Fig. 1: run 1, clock wiring as the flow saved it
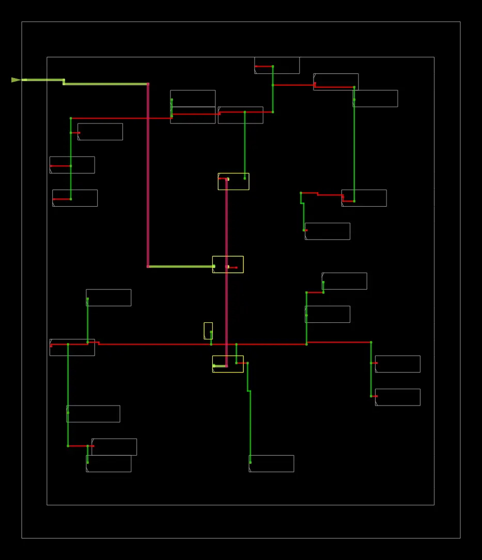
Fig. 2: run 1, clock network drawn from the DEF
The bar under the picture is 20 µm long.
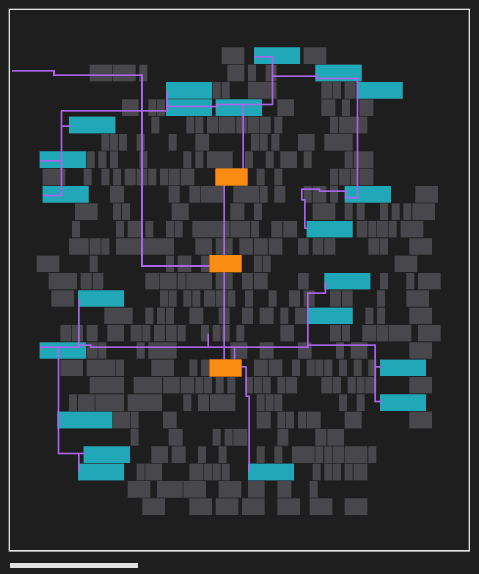
Fig. 3: run 1, sizing map
The bar under the picture is 20 µm long.
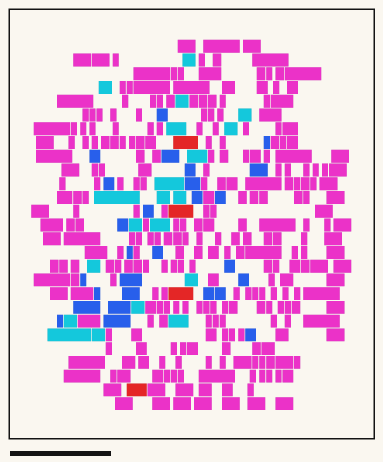
File: src/rtl/elevator_scan_ctrl.sv
// elevator_scan_ctrl: N-floor SCAN lift controller with travel timing and door dwell/hold
module elevator_scan_ctrl #(
  parameter int NUM_FLOORS    = 8,
  parameter int FLOOR_W       = 3,
  parameter int TRAVEL_CYCLES = 4,
  parameter int DOOR_CYCLES   = 6
) (
  input  logic                  clk,
  input  logic                  rst_n,
  input  logic [NUM_FLOORS-1:0] hall_req,
  input  logic [NUM_FLOORS-1:0] car_req,
  input  logic                  door_hold,
  output logic [FLOOR_W-1:0]    current_floor,
  output logic [1:0]            direction,
  output logic                  moving,
  output logic                  door_open,
  output logic                  arrive,
  output logic [NUM_FLOORS-1:0] pending
);
  localparam int TW = $clog2(TRAVEL_CYCLES) > 0 ? $clog2(TRAVEL_CYCLES) : 1;
  localparam int DW = $clog2(DOOR_CYCLES) > 0 ? $clog2(DOOR_CYCLES) : 1;
  localparam logic [1:0] DIR_IDLE = 2'b00;
  localparam logic [1:0] DIR_UP   = 2'b01;
  localparam logic [1:0] DIR_DN   = 2'b10;
  typedef enum logic [1:0] {IDLE, MOVE, DOOR} state_t;
  state_t                  state, state_d;
  logic [FLOOR_W-1:0]      floor_d, step_floor;
  logic [1:0]              dir_d, dir_sel;
  logic [TW-1:0]           tcnt, tcnt_d;
  logic [DW-1:0]           dcnt, dcnt_d;
  logic [NUM_FLOORS-1:0]   clr, cur_mask, step_mask, absorb;
  logic                    above, below, at_bound, restart, arrive_d;
  assign moving     = state == MOVE;
  assign door_open  = state == DOOR;
  assign cur_mask   = NUM_FLOORS'(1) << current_floor;
  assign step_floor = direction == DIR_DN ? current_floor - 1'b1 : current_floor + 1'b1;
  assign step_mask  = NUM_FLOORS'(1) << step_floor;
  assign at_bound   = direction == DIR_DN ? current_floor == '0 : current_floor == FLOOR_W'(NUM_FLOORS - 1);
  assign restart    = door_hold | hall_req[current_floor] | car_req[current_floor];
  assign absorb     = state == DOOR ? cur_mask : '0;
  assign dir_sel    = direction == DIR_DN ? (below ? DIR_DN : above ? DIR_UP : DIR_IDLE)
                                          : (above ? DIR_UP : below ? DIR_DN : DIR_IDLE);
  // look for latched calls strictly above and strictly below the car
  always_comb begin
    above = 1'b0;
    below = 1'b0;
    for (int i = 0; i < NUM_FLOORS; i++) begin
      if (pending[i] && i > int'(current_floor)) above = 1'b1;
      if (pending[i] && i < int'(current_floor)) below = 1'b1;
    end
  end
  // next-state, floor, direction, counters and service clear
  always_comb begin
    state_d  = state;
    floor_d  = current_floor;
    dir_d    = direction;
    tcnt_d   = tcnt;
    dcnt_d   = dcnt;
    clr      = '0;
    arrive_d = 1'b0;
    case (state)
      IDLE: begin
        tcnt_d = '0;
        dcnt_d = '0;
        if (pending[current_floor]) begin
          state_d = DOOR;
          clr     = cur_mask;
        end else if (dir_sel != DIR_IDLE) begin
          state_d = MOVE;
          dir_d   = dir_sel;
        end
      end
      MOVE: begin
        tcnt_d = tcnt + 1'b1;
        if (tcnt == TW'(TRAVEL_CYCLES - 1)) begin
          tcnt_d = '0;
          if (at_bound) begin
            state_d = IDLE;
            dir_d   = DIR_IDLE;
          end else begin
            floor_d = step_floor;
            if (pending[step_floor]) begin
              state_d  = DOOR;
              arrive_d = 1'b1;
              clr      = step_mask;
              dcnt_d   = '0;
            end
          end
        end
      end
      DOOR: begin
        dcnt_d = restart ? '0 : dcnt + 1'b1;
        if (!restart && dcnt == DW'(DOOR_CYCLES - 1)) begin
          dcnt_d  = '0;
          tcnt_d  = '0;
          dir_d   = dir_sel;
          state_d = dir_sel == DIR_IDLE ? IDLE : MOVE;
        end
      end
      default: begin
        state_d = IDLE;
        dir_d   = DIR_IDLE;
      end
    endcase
  end
  // state register; calls at the open-door floor are absorbed, service clear wins over new sets
  always_ff @(posedge clk) begin
    if (!rst_n) begin
      state         <= IDLE;
      current_floor <= '0;
      direction     <= DIR_IDLE;
      tcnt          <= '0;
      dcnt          <= '0;
      arrive        <= 1'b0;
      pending       <= '0;
    end else begin
      state         <= state_d;
      current_floor <= floor_d;
      direction     <= dir_d;
      tcnt          <= tcnt_d;
      dcnt          <= dcnt_d;
      arrive        <= arrive_d;
      pending       <= (pending | ((hall_req | car_req) & ~absorb)) & ~clr;
    end
  end
endmodule
File: config.mk
export PLATFORM = sky130hd
export DESIGN_NAME = elevator_scan_ctrl
export DESIGN_NICKNAME = d
export VERILOG_FILES = /design/src/rtl/elevator_scan_ctrl.sv
export SDC_FILE = /design/constraint.sdc
export NUM_CORES = 1
export LEC_CHECK = 0
export ABC_AREA = 1
export CAP_MARGIN = 20
export CORE_ASPECT_RATIO = 1.2
export CORE_MARGIN = 4
export CORE_UTILIZATION = 37
export CTS_CLUSTER_SIZE = 25
export DETAILED_ROUTE_END_ITERATION = 7
export PLACE_DENSITY = 0.6
export SYNTH_ARGS = -nofsm -noshare
export SYNTH_HDL_FRONTEND = slang
export SYNTH_SLANG_ARGS = --single-unit
File: constraint.sdc
create_clock -name clk -period 2 [get_ports clk]
set_input_delay 0.4 -clock clk [delete_from_list [all_inputs] [get_ports clk]]
set_output_delay 0.4 -clock clk [all_outputs]
set_load 0.01 [all_outputs]
==> impl_metrics.toml, run 1 <==
# physical design summary
[setup_path]
r2r-end = "direction[1]"
crit_required_ps = 1600
crit_end = "current_floor[2]"
r2r-start = "current_floor[0]"

[timing]
tns_ps = 0
hold_viol = 0

[final_layout]
sh_comb_area_pct = 51.1

[synthesis]
top_cell = "nand2_1"
post_synth.cell_area_avg_um2 = 6.23
top_logic_kind = "simple AND/OR/NAND/NOR gates"

[pwr]
power.total_mw = 1.61
p_leak_nw = 1.11
powerClk_mw = 0.296

[routing]
wl_met1_um = 2350
antenna_left = 0
drtIter0Drc = 122
drcViolationCount = 0

[outcome]
status = "finished clean"

[placement]
preCtsSetupSlack_ps = -15.3
gp_congestion = 0.874

[clocking]
clkTransAtPathRegs_ps = 80

[flow_run]
warnings = 33
About Fig. 1:
Seq cells: 21
Clock Buffer Count: 4

About Fig. 2:
[cells driving clock nets] orange | count: 3
[clock wires] purple | length: 359 µm
[flip-flops] cyan | count: 21
flops lie: widely spread
routed clock nets: 4

About Fig. 3:
[drive 3 to 4] cyan | cells: 20 | most used: buf_4
[drive 1 or less] magenta | cells: 283 | most used: nand2_1
[drive 2] blue | cells: 27
[drive 6 and up] red | cells: 4 | most used: clkbuf_8

Fig. 4: run 1, sequential cells colored by netlist name
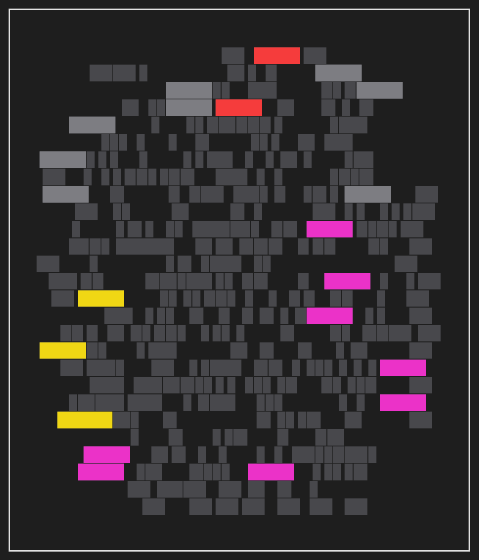

==> run 2: changes to the inputs <==
- CORE_UTILIZATION: 37 -> 47
- PLACE_DENSITY: 0.6 -> 0.73
Fig. 5: run 2, sequential cells colored by netlist name
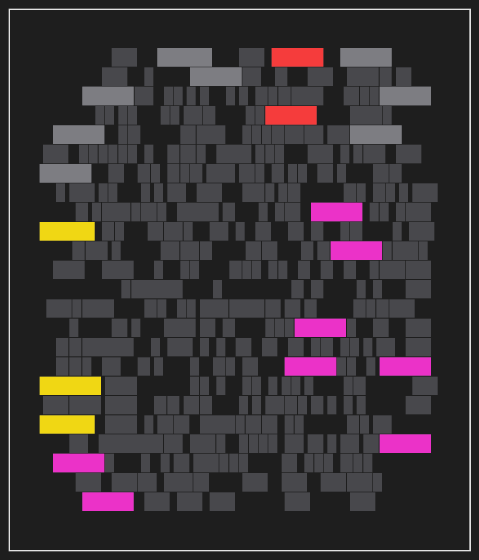
[`pending`] magenta | placed flops: 8
[`current_floor`] yellow | placed flops: 3
[`tcnt`] red | placed flops: 2

Fig. 6: run 2, logic cells by family
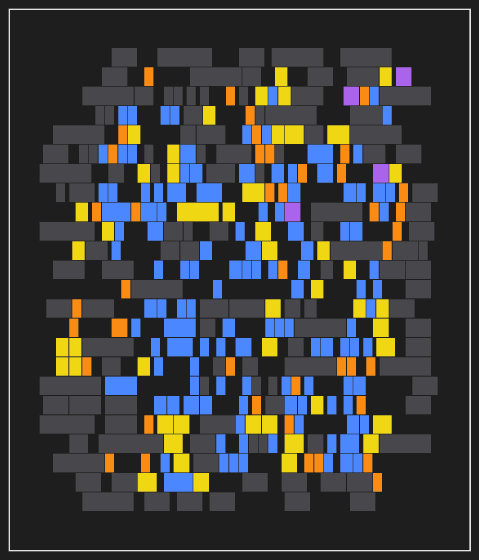
[inverting AOI/OAI gates] yellow | cells: 48
[NAND gates] blue | cells: 119
[AND and OR gates] purple | cells: 4 | where: north-east
[inverters] orange | cells: 42

==> impl_metrics.toml, run 2 <==
# physical design summary
[routing]
wl_met2_um = 2300
drcViolationCount = 0
wl_um = 4930
drtIter0Drc = 127
antenna_left = 0
met3_wirelength_um = 268
top_layer = "met4"
drt-pass1-iter-count = 4
wl_met1_um = 2290

[setup_path]
worst-path-buf-inv = 2
crit_required_ps = 1600
r2r-start = "current_floor[0]"
r2r-end = "pending[1]"
crit_end = "door_open"
critical-path-top-delay-family = "buffers and inverters"
crit_chain = "inv_1, nor2_1, clkdlybuf4s50_1"

[flow_run]
warnings = 33

[clocking]
clock_latency_ps = 270
cts_resized = 0
clkTransAtPathRegs_ps = 80

[final_layout]
clock_buffers = 3
sh_comb_area_pct = 50.9
ff_count = 21
biggestCellCategory = "logic gates"
fin_cells = 385
mostFrequentLayoutCell = "nand2_1"

[floorplanning]
nWellTaps = 52

[synthesis]
syn_area_um2 = 1810
post_synth.cell_area_avg_um2 = 6.23
synth_area_leader_cell = "dfxtp_1"
top_logic_kind = "simple AND/OR/NAND/NOR gates"
synth_cell_types = 31
top_cell = "nand2_1"
ys_ff = 21

[global_route]
grt_max_degree = 23
top_usage_layer = "met2"
grt_pass1_vias = 1808
met3_usage_pct = 2.95

[pwr]
p_leak_nw = 1.12
top_power_group = "combinational logic"
internal_power_mw = 0.946
powerClk_mw = 0.298
power.total_mw = 1.61

[outcome]
status = "finished clean"

[placement]
gp_congestion = 0.988
preCtsSetupSlack_ps = 19.4

[timing]
tns_ps = 0
hold_viol = 0
slew_violations = 0
Fig. 7: run 2, sizing map
The bar under the picture is 20 µm long.
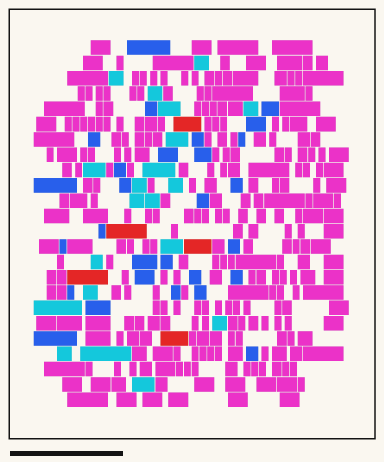
[drive 2] blue | cells: 28 | most used: nor2_2
[drive 3 to 4] cyan | cells: 20 | most used: buf_4
[drive 6 and up] red | cells: 5 | most used: clkbuf_8
[drive 1 or less] magenta | cells: 280 | most used: nand2_1

